### config.mk
export PLATFORM = sky130hd
export DESIGN_NAME = chunked_addsub
export DESIGN_NICKNAME = d
export VERILOG_FILES = /design/src/rtl/chunked_addsub.sv
export SDC_FILE = /design/constraint.sdc
export NUM_CORES = 1
export LEC_CHECK = 0
export CAP_MARGIN = 5
export CORE_MARGIN = 2
export CORE_UTILIZATION = 46
export DETAILED_ROUTE_END_ITERATION = 8
export HOLD_SLACK_MARGIN = 0.15
export PLACE_DENSITY = 0.76
export SLEW_MARGIN = 20
export SYNTH_ARGS = -nofsm -noshare
export SYNTH_HDL_FRONTEND = slang
export SYNTH_SLANG_ARGS = --single-unit
### constraint.sdc
create_clock -name clk -period 2.22 [get_ports clk]
set_input_delay 0.222 -clock clk [delete_from_list [all_inputs] [get_ports clk]]
set_output_delay 0.222 -clock clk [all_outputs]
set_load 0.05 [all_outputs]
### src/rtl/chunked_addsub.sv
// Multi-cycle add/subtract unit. Each clock, one CHUNK-bit ripple slice of
// the latched operands is summed and the carry is held in a register between
// slices, so the per-cycle carry path is only CHUNK full adders long.
module chunked_addsub #(
  parameter int WIDTH = 16,
  parameter int CHUNK = 4
) (
  input  logic             clk,
  input  logic             rst,
  input  logic             start,
  input  logic             sub,
  input  logic             cin,
  input  logic [WIDTH-1:0] a,
  input  logic [WIDTH-1:0] b,
  output logic             busy,
  output logic             done,
  output logic [WIDTH-1:0] q,
  output logic             cout,
  output logic             ovf
);

  localparam int NSTEP = WIDTH / CHUNK;
  localparam int KW    = (NSTEP > 1) ? $clog2(NSTEP) : 1;

  typedef enum logic {IDLE, RUN} state_t;

  state_t           state, state_next;
  logic [WIDTH-1:0] op_a, op_b, partial, partial_next;
  logic             carry;
  logic [KW-1:0]    k;
  logic             last;
  logic [CHUNK+1:0] slice;
  logic [CHUNK-1:0] slice_sum;
  logic             slice_cout, slice_cmsb;

  // Ripple of CHUNK full adders. Returns {carry into top bit, carry out, sum}.
  // The carry into the top bit only matters on the final slice, where it is
  // the carry into the operand MSB used for signed overflow.
  function automatic logic [CHUNK+1:0] slice_add(input logic [CHUNK-1:0] x,
                                                 input logic [CHUNK-1:0] y,
                                                 input logic             ci);
    logic             c;
    logic             cm;
    logic [CHUNK-1:0] s;
    c  = ci;
    cm = ci;
    s  = '0;
    for (int i = 0; i < CHUNK; i++) begin
      cm   = c;
      s[i] = x[i] ^ y[i] ^ c;
      c    = (x[i] & y[i]) | (c & (x[i] ^ y[i]));
    end
    return {cm, c, s};
  endfunction

  // Operands are shifted right each step, so the active slice is always the
  // low CHUNK bits; the sum slice enters the partial register from the top.
  assign slice = slice_add(op_a[CHUNK-1:0], op_b[CHUNK-1:0], carry);
  assign {slice_cmsb, slice_cout, slice_sum} = slice;
  assign partial_next = (partial >> CHUNK) | (WIDTH'(slice_sum) << (WIDTH - CHUNK));
  assign last = (k == KW'(NSTEP - 1));
  assign busy = (state == RUN);

  // State register.
  always_ff @(posedge clk) begin
    if (rst) state <= IDLE;
    else     state <= state_next;
  end

  // Next-state logic: start only honoured in IDLE, leave RUN after last slice.
  always_comb begin
    state_next = state;
    case (state)
      IDLE:    if (start) state_next = RUN;
      RUN:     if (last)  state_next = IDLE;
      default: state_next = IDLE;
    endcase
  end

  // Operand latch, per-slice accumulation and result/flag update at completion.
  always_ff @(posedge clk) begin
    if (rst) begin
      op_a    <= '0;
      op_b    <= '0;
      partial <= '0;
      carry   <= 1'b0;
      k       <= '0;
      q       <= '0;
      cout    <= 1'b0;
      ovf     <= 1'b0;
      done    <= 1'b0;
    end else begin
      done <= 1'b0;
      case (state)
        IDLE: begin
          if (start) begin
            op_a  <= a;
            op_b  <= sub ? ~b : b;
            carry <= sub ? 1'b1 : cin;
            k     <= '0;
          end
        end
        RUN: begin
          op_a    <= op_a >> CHUNK;
          op_b    <= op_b >> CHUNK;
          partial <= partial_next;
          carry   <= slice_cout;
          k       <= k + 1'b1;
          if (last) begin
            q    <= partial_next;
            cout <= slice_cout;
            ovf  <= slice_cmsb ^ slice_cout;
            done <= 1'b1;
          end
        end
        default: ;
      endcase
    end
  end

endmodule
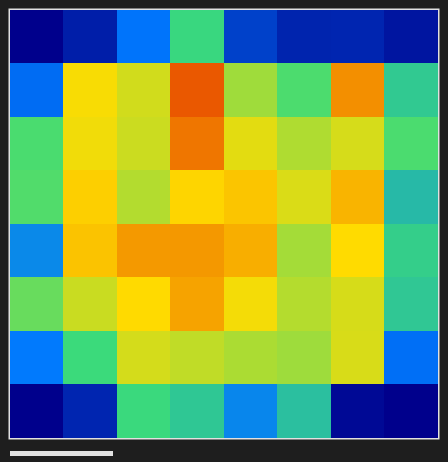
Figure 1: cell density map.
Scale bar: 20 um. The die is cut into 8 by 8 equal tiles; dark blue is low, red is high, 0 to 100% covered.
mean over tiles = 53%
nearly empty tiles = 6.2%
fullest tile = 90%
tiles over 75% full = 22%
densest ninth of the die = middle

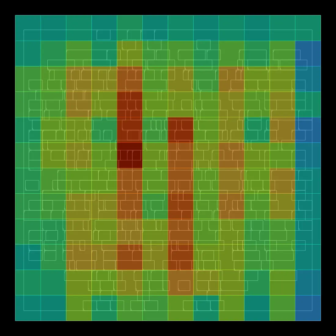
Figure 2: routing congestion.
Total GRT Usage: 16.4%
GR peak layer: met2
Util after Layout: 62.1%
met1 global-route usage: 20.8%
met2 Use GR: 25.6%

==> results.sh <==
# yosys + openroad results
export IMPL_pwr_share_seq_pct=45.6
export IMPL_wl_met3_um=300
export IMPL_sh_comb_area_pct=36.1
export IMPL_worstRegToRegCells=8
export IMPL_syn_avg_cell_area_um2=10.7
export IMPL_finClkSkew_ns=0.00602
export IMPL_drive_gt1_share_pct=13.5
export IMPL_cts_buffers=9
export IMPL_wl_met1_um=2590
export IMPL_logic_family="AND-OR/OR-AND gates"
export IMPL_most_common_cell="dfxtp_1"
export IMPL_crit_path_end="partial[15]"
export IMPL_drt_iter0_drc=82
export IMPL_met3_usage_pct=6.36
export IMPL_ys_sh_simple_pct=13.5
export IMPL_path_common_cell="fa_2"
export IMPL_min_period_over_period_pct=96.3
export IMPL_fp_dieH_um=82.8
export IMPL_switching_share_pct=22.7
export IMPL_clk_pin_slew_ns=0.07
export IMPL_fin_nets=363
export IMPL_path_max_fanout=2
export IMPL_warning_count=27
export IMPL_clockNetworkAreaShare_pct=6.73
export IMPL_rsz0062_at_grt="yes"
export IMPL_r2r_setup_slack_ns=0.08
export IMPL_edf_count=0
export IMPL_highest_layer="met4"
export IMPL_fill_cells=524
export IMPL_xor_share_pct=5.21
export IMPL_largest_area_cell="dfxtp_1"
export IMPL_place_gp_congestion=0.771
export IMPL_r2r_start="carry"
export IMPL_status="finished clean"
export IMPL_ff_latch_area_um2=1350
export IMPL_ys_cells=267
export IMPL_antenna_found_initial=0
export IMPL_design_area_um2=3700
export IMPL_seq_share_pct=36.4
export IMPL_remaining_drc_errors=0
export IMPL_fin_tns_setup_ns=0
export IMPL_lay_top_count="dfxtp_1"
export IMPL_multiInputCombCellCount=167
export IMPL_clkbuf_count=10
export IMPL_cpPeakStageDelay_ns=0.43
export IMPL_yosysChipArea_um2=2860
export IMPL_period_needed_ns=2.14
export IMPL_synth_distinct_cells=28
export IMPL_combGateArea_um2=1340
export IMPL_syn_nets=309
export IMPL_pin_count=57
export IMPL_vias=2123
export IMPL_fin_cells=401
export IMPL_required_ns=2.48
export IMPL_largestPowerGroup="sequential cells"
export IMPL_end_kind="flop"
export IMPL_grt_pass1_vias=1933
export IMPL_htree_levels=3
export IMPL_synthesis_area_um2=2860
export IMPL_yosys_area_share_adder_pct=3.24
export IMPL_lay_top_cells="63 x dfxtp_1, 53 x clkdlybuf4s50_1, 26 x mux2i_1"
export IMPL_path_delay_family="adder cells"
export IMPL_power_leakage_nw=1.39
export IMPL_r2r_end="partial[15]"
export IMPL_power_density_nw_per_um2=775
export IMPL_grt_pass1_wl_um=9160
export IMPL_peakVddDrop_uv=535
export IMPL_compound_area_share_pct=15.1
export IMPL_post_drt_wl_per_cell_um=13.8
export IMPL_bufAreaShareNonClock_pct=17.4
export IMPL_flop_count=67
export IMPL_die_w_um=82.8
export IMPL_rows=28
export IMPL_inverters=9
export IMPL_cp_depth=8
export IMPL_fp_util_pct=48.0
export IMPL_critPathKind="flop to flop"
export IMPL_postPlaceCellArea_um2=3430
export IMPL_syn_to_final_growth_pct=29.5
export IMPL_async_reset_ff_share_pct=0
export IMPL_antennaDiodeCount=0
export IMPL_hold_viol=0
export IMPL_tightest_slew_ns=0.572
export IMPL_synthTopCellsByArea="dfxtp_1 47%, mux2i_1 9.1%, xnor2_1 5.2%, a211oi_1 4.7%, a22o_1 4.6%"
export IMPL_clock_sinks=67
export IMPL_hpwl_um=3850
export IMPL_core_um2=5960
export IMPL_cts_max_path_buffers=2
export IMPL_reg_largest_list="op_a: 16 flops, op_b: 16 flops, q: 16 flops"
export IMPL_p_total_mw=2.87
export IMPL_synthMuxAreaShare_pct=9.11
export IMPL_synthCells=267
export IMPL_crit_chain="fa_2 -> inv_2 -> fa_2 -> inv_2 -> fa_2 -> inv_2 -> fa_2 -> a211oi_2"
export IMPL_synthTopCellsByCount="67 x dfxtp_1, 26 x mux2i_1, 21 x nor2_1, 18 x a211oi_1, 17 x xnor2_1"
export IMPL_drtAntennaViolNets=0
export IMPL_root_buffer="clkbuf_8"
export IMPL_dp_slack_ns=-0.0486
export IMPL_powerSeq_mw=1.31
export IMPL_p_int_mw=2.22
export IMPL_wl_um=5550
export IMPL_flop_cell="dfxtp_1"
export IMPL_slowest_stage="fa_2"
export IMPL_nNonClkBuffers=67
export IMPL_drt_pass1_iter_count=4
export IMPL_combinationalPower_mw=0.324
export IMPL_wl_met2_um=2590
export IMPL_min_path_type="input pin to flop"
export IMPL_relSlewSlack_pct=61.9
export IMPL_cts_tree="done"
export IMPL_crit_path_start="carry"
export IMPL_grt_start_max_net_pins=30
export IMPL_clkPwrFrac_pct=43.1
export IMPL_hold_path_end="op_b[14]"
export IMPL_cts_setup_buffers=0
export IMPL_yosysSeqAreaShare_pct=46.9
export IMPL_slew_violations=0
export IMPL_max_cap_viol_count=0
export IMPL_dominant_cells="sequential cells"
export IMPL_cts_resized_gates=2
export IMPL_yosys_warnings=0
export IMPL_hold_buffers=0
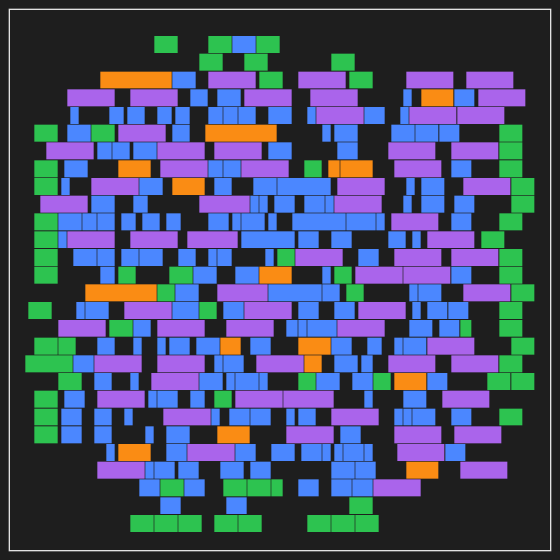
Figure 3: cells colored by class.
blue -> all other logic  # cells 176
purple -> flip-flops  # cells 67
green -> other buffers and delay cells  # cells 67
orange -> clock drivers and dummy loads  # cells 16

